Design clock24_timekeeper_flat, sky130hd; sources not shown.
Figure 1. Placement view (run 1).
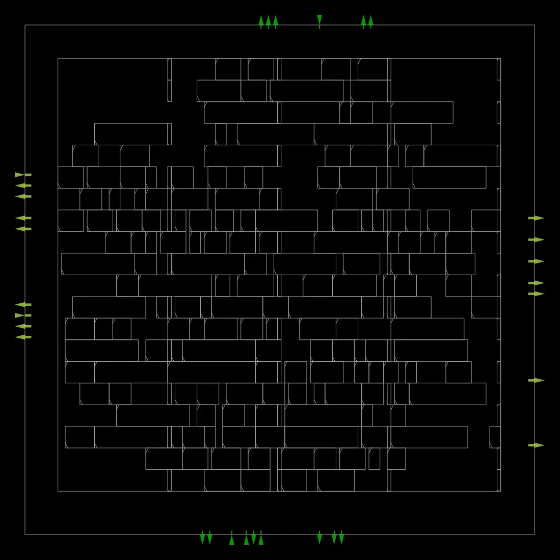
Finished Core Util: 64.0%
Seq/total area: 31.2%
Core Region: 3030 um2
Placement Rows: 20
sequential cell count: 24

Figure 2. Signal wires by layer (run 1).
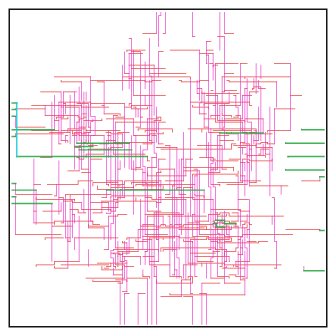
[cyan] metal 4 | wire length: 10.9 um
[magenta] metal 2 | wire length: 1720 um
[red] metal 1 | wire length: 1380 um
[green] metal 3 | wire length: 147 um
GRT Util Overall: 16.6%
average wire per standard cell: 14.8 um
Vias: 1210
final WL: 3.25 mm

Figure 3. Cell classes on the final placement (run 1).
Fill, decap, tap and diode cells in gray.
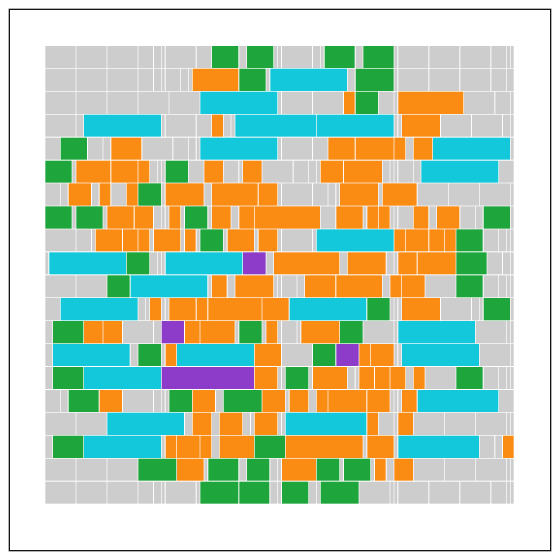
[orange] combinational and other logic | cells: 103
[purple] clock drivers and dummy loads | cells: 4
[green] other buffers and delay cells | cells: 45
[cyan] flops | cells: 24
post-route cell area: 1940 um2

==> Changelog: implementation, run 1 <==
## Implementation

- Count of non-CTS buffers in the layout: 45
- Clk_skew: 0.0106 ns
- CTS tree: done
- Reg2Reg Depth: 6
- DRC viols: 0
- Area Growth Syn to Fin: 37.2%
- Comb pwr share: 49.2%
- Dpl ws: -0.244 ns
- Met2 wire len: 1.72 mm
- Pint: 1.48 mW
- Vias per cell: 5.50
- Number of gates resized after CTS: 18
- Status: finished clean
- Invs w/o clock: 7
- Tot Pwr: 2.45 mW
- Syn_nets: 143
- Sink Count: 24
- Asr flop ratio synth: 100%
- Max-slew violation count: 0
- Mapped Cells: 132
- Placed cells: 215
- Post-DP HPWL: 2.40 mm
- Synth Area in Adders: 4.42%
- Fin crit share: 98.2%
- AO/OA Area Share: 17.3%
- Root buf cell: clkbuf_4
- Starting DRT DRC Count: 46
- Vias in the first global route: 1251
- Leakage power: 0.949 nW
- CP max stage delay: 0.42 ns
- I/O Pins: 31
- Yosys stat area: 1410 um2
- Max H-tree Level: 1
- Layout cells sized above 1: 29.0%
- Final hold viol count: 0
- Met3 Wirelength: 146 um
- RSZ-0062 raised after global routing: true
- Final GP Congestion: 0.858
- Core Util at FP: 46.7%
- Hold buffer count at cts: 0
- Mux area share: 3.19%
- Largest net degree at the start of global routing: 25
- CP Class: reg2reg
- Switching Fraction: 39.6%
- Post-synth seq share: 42.5%
- Post-DRT Antenna Nets: 0
- Logic gate fraction of the total cell area: 41.0%
- R2r setup slk: 0.03 ns
- Most instantiated logic cells after routing: dfrtp_1, buf_4, dlygate4sd2_1
- Met2 global-route usage: 30.3%
- Combinational cell power: 1.21 mW
- CP required: 1.95 ns
- Crit path DAT: 1.92 ns
- Most Used Layer, Global Route: met2
- Diode count: 0
- Syn_area_per_cell: 10.7 um2
- Most numerous logic cell after layout: dfrtp_1
- CTS buffer count: 3
- Max Cap Violations: 0
- Pwr dens: 1270 nW/um2
- Worst path bufs/invs: 1
- And+or+nand+nor area frac: 24.6%
- Die width: 64.1 um
- Layout Cells excl Fill: 220
- Final setup margin: 0.0309 ns
- Clock transition at path regs: 0.14 ns
- Setup bufs post-CTS: 0
- Dominant flop cell: dfrtp_1
- Sequential power: 841 uW
- Setup_tns: 0 ns
- Comb_multi_in: 96
- Hold Crit Class: in2async
- Register Area: 606 um2
- VDD IR-drop max: 0.00104 V
- Tool warning count: 30
- Logic family by area: simple AND/OR/NAND/NOR gates
- Final hold slack: 0.351 ns
- Yosys cell count: 132
- Flops out of synthesis: 24
==> run 1: synthesized netlist by cell type (all sizes together), types with 2 or more instances <==
cell | instances | area share, %
mux2 | 4 | 3.2
ha | 5 | 4.4
dfrtp | 24 | 42
o31ai | 3 | 1.9
nor4 | 4 | 1.8
or3 | 2 | 0.88
nand4 | 2 | 0.88
nor2b | 2 | 0.88
a31oi | 2 | 3.0
nand2 | 10 | 2.7
buf | 3 | 2.1
inv | 7 | 1.9
clkbuf | 2 | 1.2
nor2 | 9 | 2.9
and3 | 3 | 1.4
or3b | 2 | 1.2
a22oi | 3 | 1.6
and4bb | 3 | 2.7
o21ai | 6 | 2.1
and4b | 2 | 1.6
nor3b | 3 | 1.6
xnor2 | 4 | 2.5
or2 | 3 | 1.7
nand3 | 4 | 1.4
Figure 4. Clock network drawn from the DEF (run 1).
Bar = 20 um.
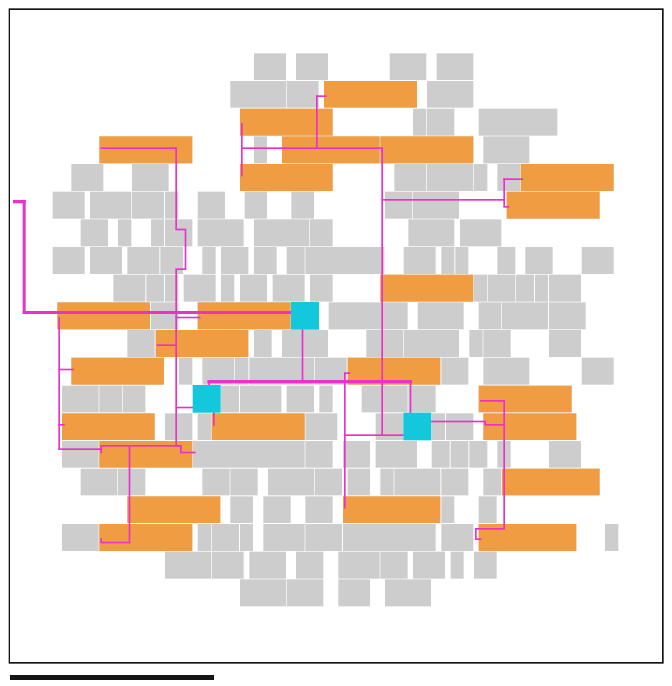

==> inputs of run 2 (changes only) <==
Settings changed: ABC_AREA from default to 1, CORE_UTILIZATION 45 to 46, PLACE_DENSITY 0.79 to default, PLACE_DENSITY_LB_ADDON from default to 0.3.
Figure 5. Clock network drawn from the DEF (run 2).
Bar = 20 um.
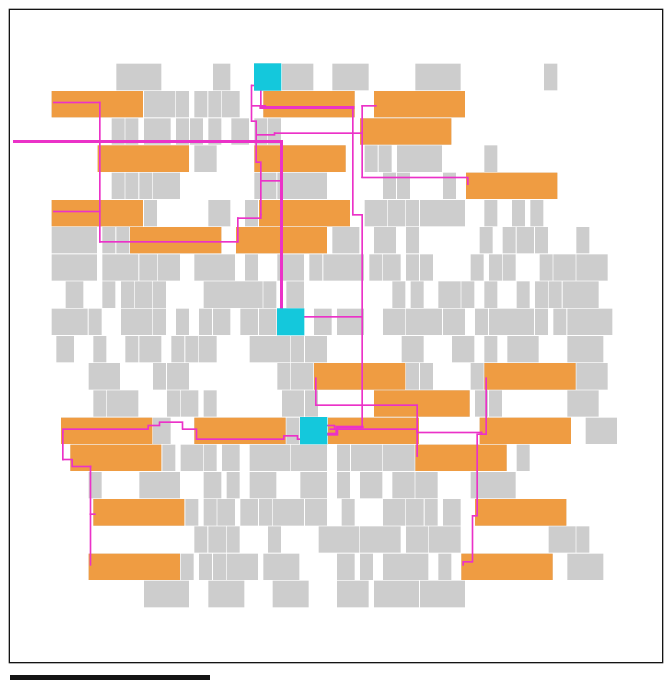
[orange] flip-flops | count: 24
[magenta] clock wires | length: 296 um
[cyan] clock drivers | count: 3
flops lie: spread over the die
clock-net power: 290 uW
Late-Pin Clk Latency: 0.32 ns
clk_skew: 0.00204 ns
clock share of power: 12.7%

==> Changelog: implementation, run 2 <==
## Implementation

- Yosys top cell area share: 39.9%
- Most instantiated logic cells after routing: nand2_1, inv_1, dfrtp_1
- CP required: 1.38 ns
- Yosys stat area: 1500 um2
- Pint: 1.24 mW
- Largest area contributor in the netlist: dfrtp_1
- Sequential power: 863 uW
- Commonest cells post-synth: nand2_1, dfrtp_1, inv_1
- CP max stage delay: 0.61 ns
- Average wire per standard cell: 11.0 um
- Post-DP HPWL: 2.34 mm
- VDD IR-drop max: 0.000655 V
- Die width: 65.2 um
- AO/OA Area Share: 6.24%
- Placed cells: 273
- Vias: 1346
- Pwr dens: 1190 nW/um2
- Seq/total area: 31.5%
- Synth Area in Adders: 4.16%
- Max-slew violation count: 0
- Max Cap Violations: 0
- CTS buffer count: 3
- And+or+nand+nor area frac: 39.4%
- Core Util at FP: 48.5%
- Root buf cell: clkbuf_4
- Crit path DAT: 1.30 ns
- Switching Fraction: 45.5%
- Most numerous logic cell after layout: nand2_1
- Tot Pwr: 2.28 mW
- Worst path bufs/invs: 1
- Finished Core Util: 61.7%
- CTS tree: done
- Setup bufs post-CTS: 0
- Clock transition at path regs: 0.12 ns
- I/O Pins: 31
- Final hold viol count: 0
- Hold Crit Class: in2async
- Status: finished clean
- Layout Cells excl Fill: 277
- Placement Rows: 20
- Count of non-CTS buffers in the layout: 34
- Core Region: 3100 um2
- R2r setup slk: 0.21 ns
run 2: cell types whose count changed after synthesis, moves of 4 or more:
cell,before,now
inv_1,7,23
mux2_2,4,0
nand2_1,10,58
nand2_2,0,6
nand3_1,4,12
nand4_1,2,10
nor2_1,8,16
o21ai_1,0,4
run 2: worst min-delay path: cells and delay by family:
kind | cells | cell delay (ns)
buf+inv | 3 | 0.74
run 2: layer usage:
| metal | share of wire (%) | up-vias | track usage [%] |
|---|---|---|---|
| li1 | - | 701 | - |
| met1 | 48 | 616 | 22.2 |
| met2 | 47 | 27 | 25.0 |
| met3 | 4.1 | 2 | 2.22 |
| met4 | 0.56 | 0 | 6.48 |
| met5 | 0 | - | 0 |
run 2: repair_timing:
action,CTS,global route
gates resized,15,11
gates cloned,0,0
setup endpoints to repair,13,10
Power figures rest on the tool's default switching activity, not on a simulated workload.
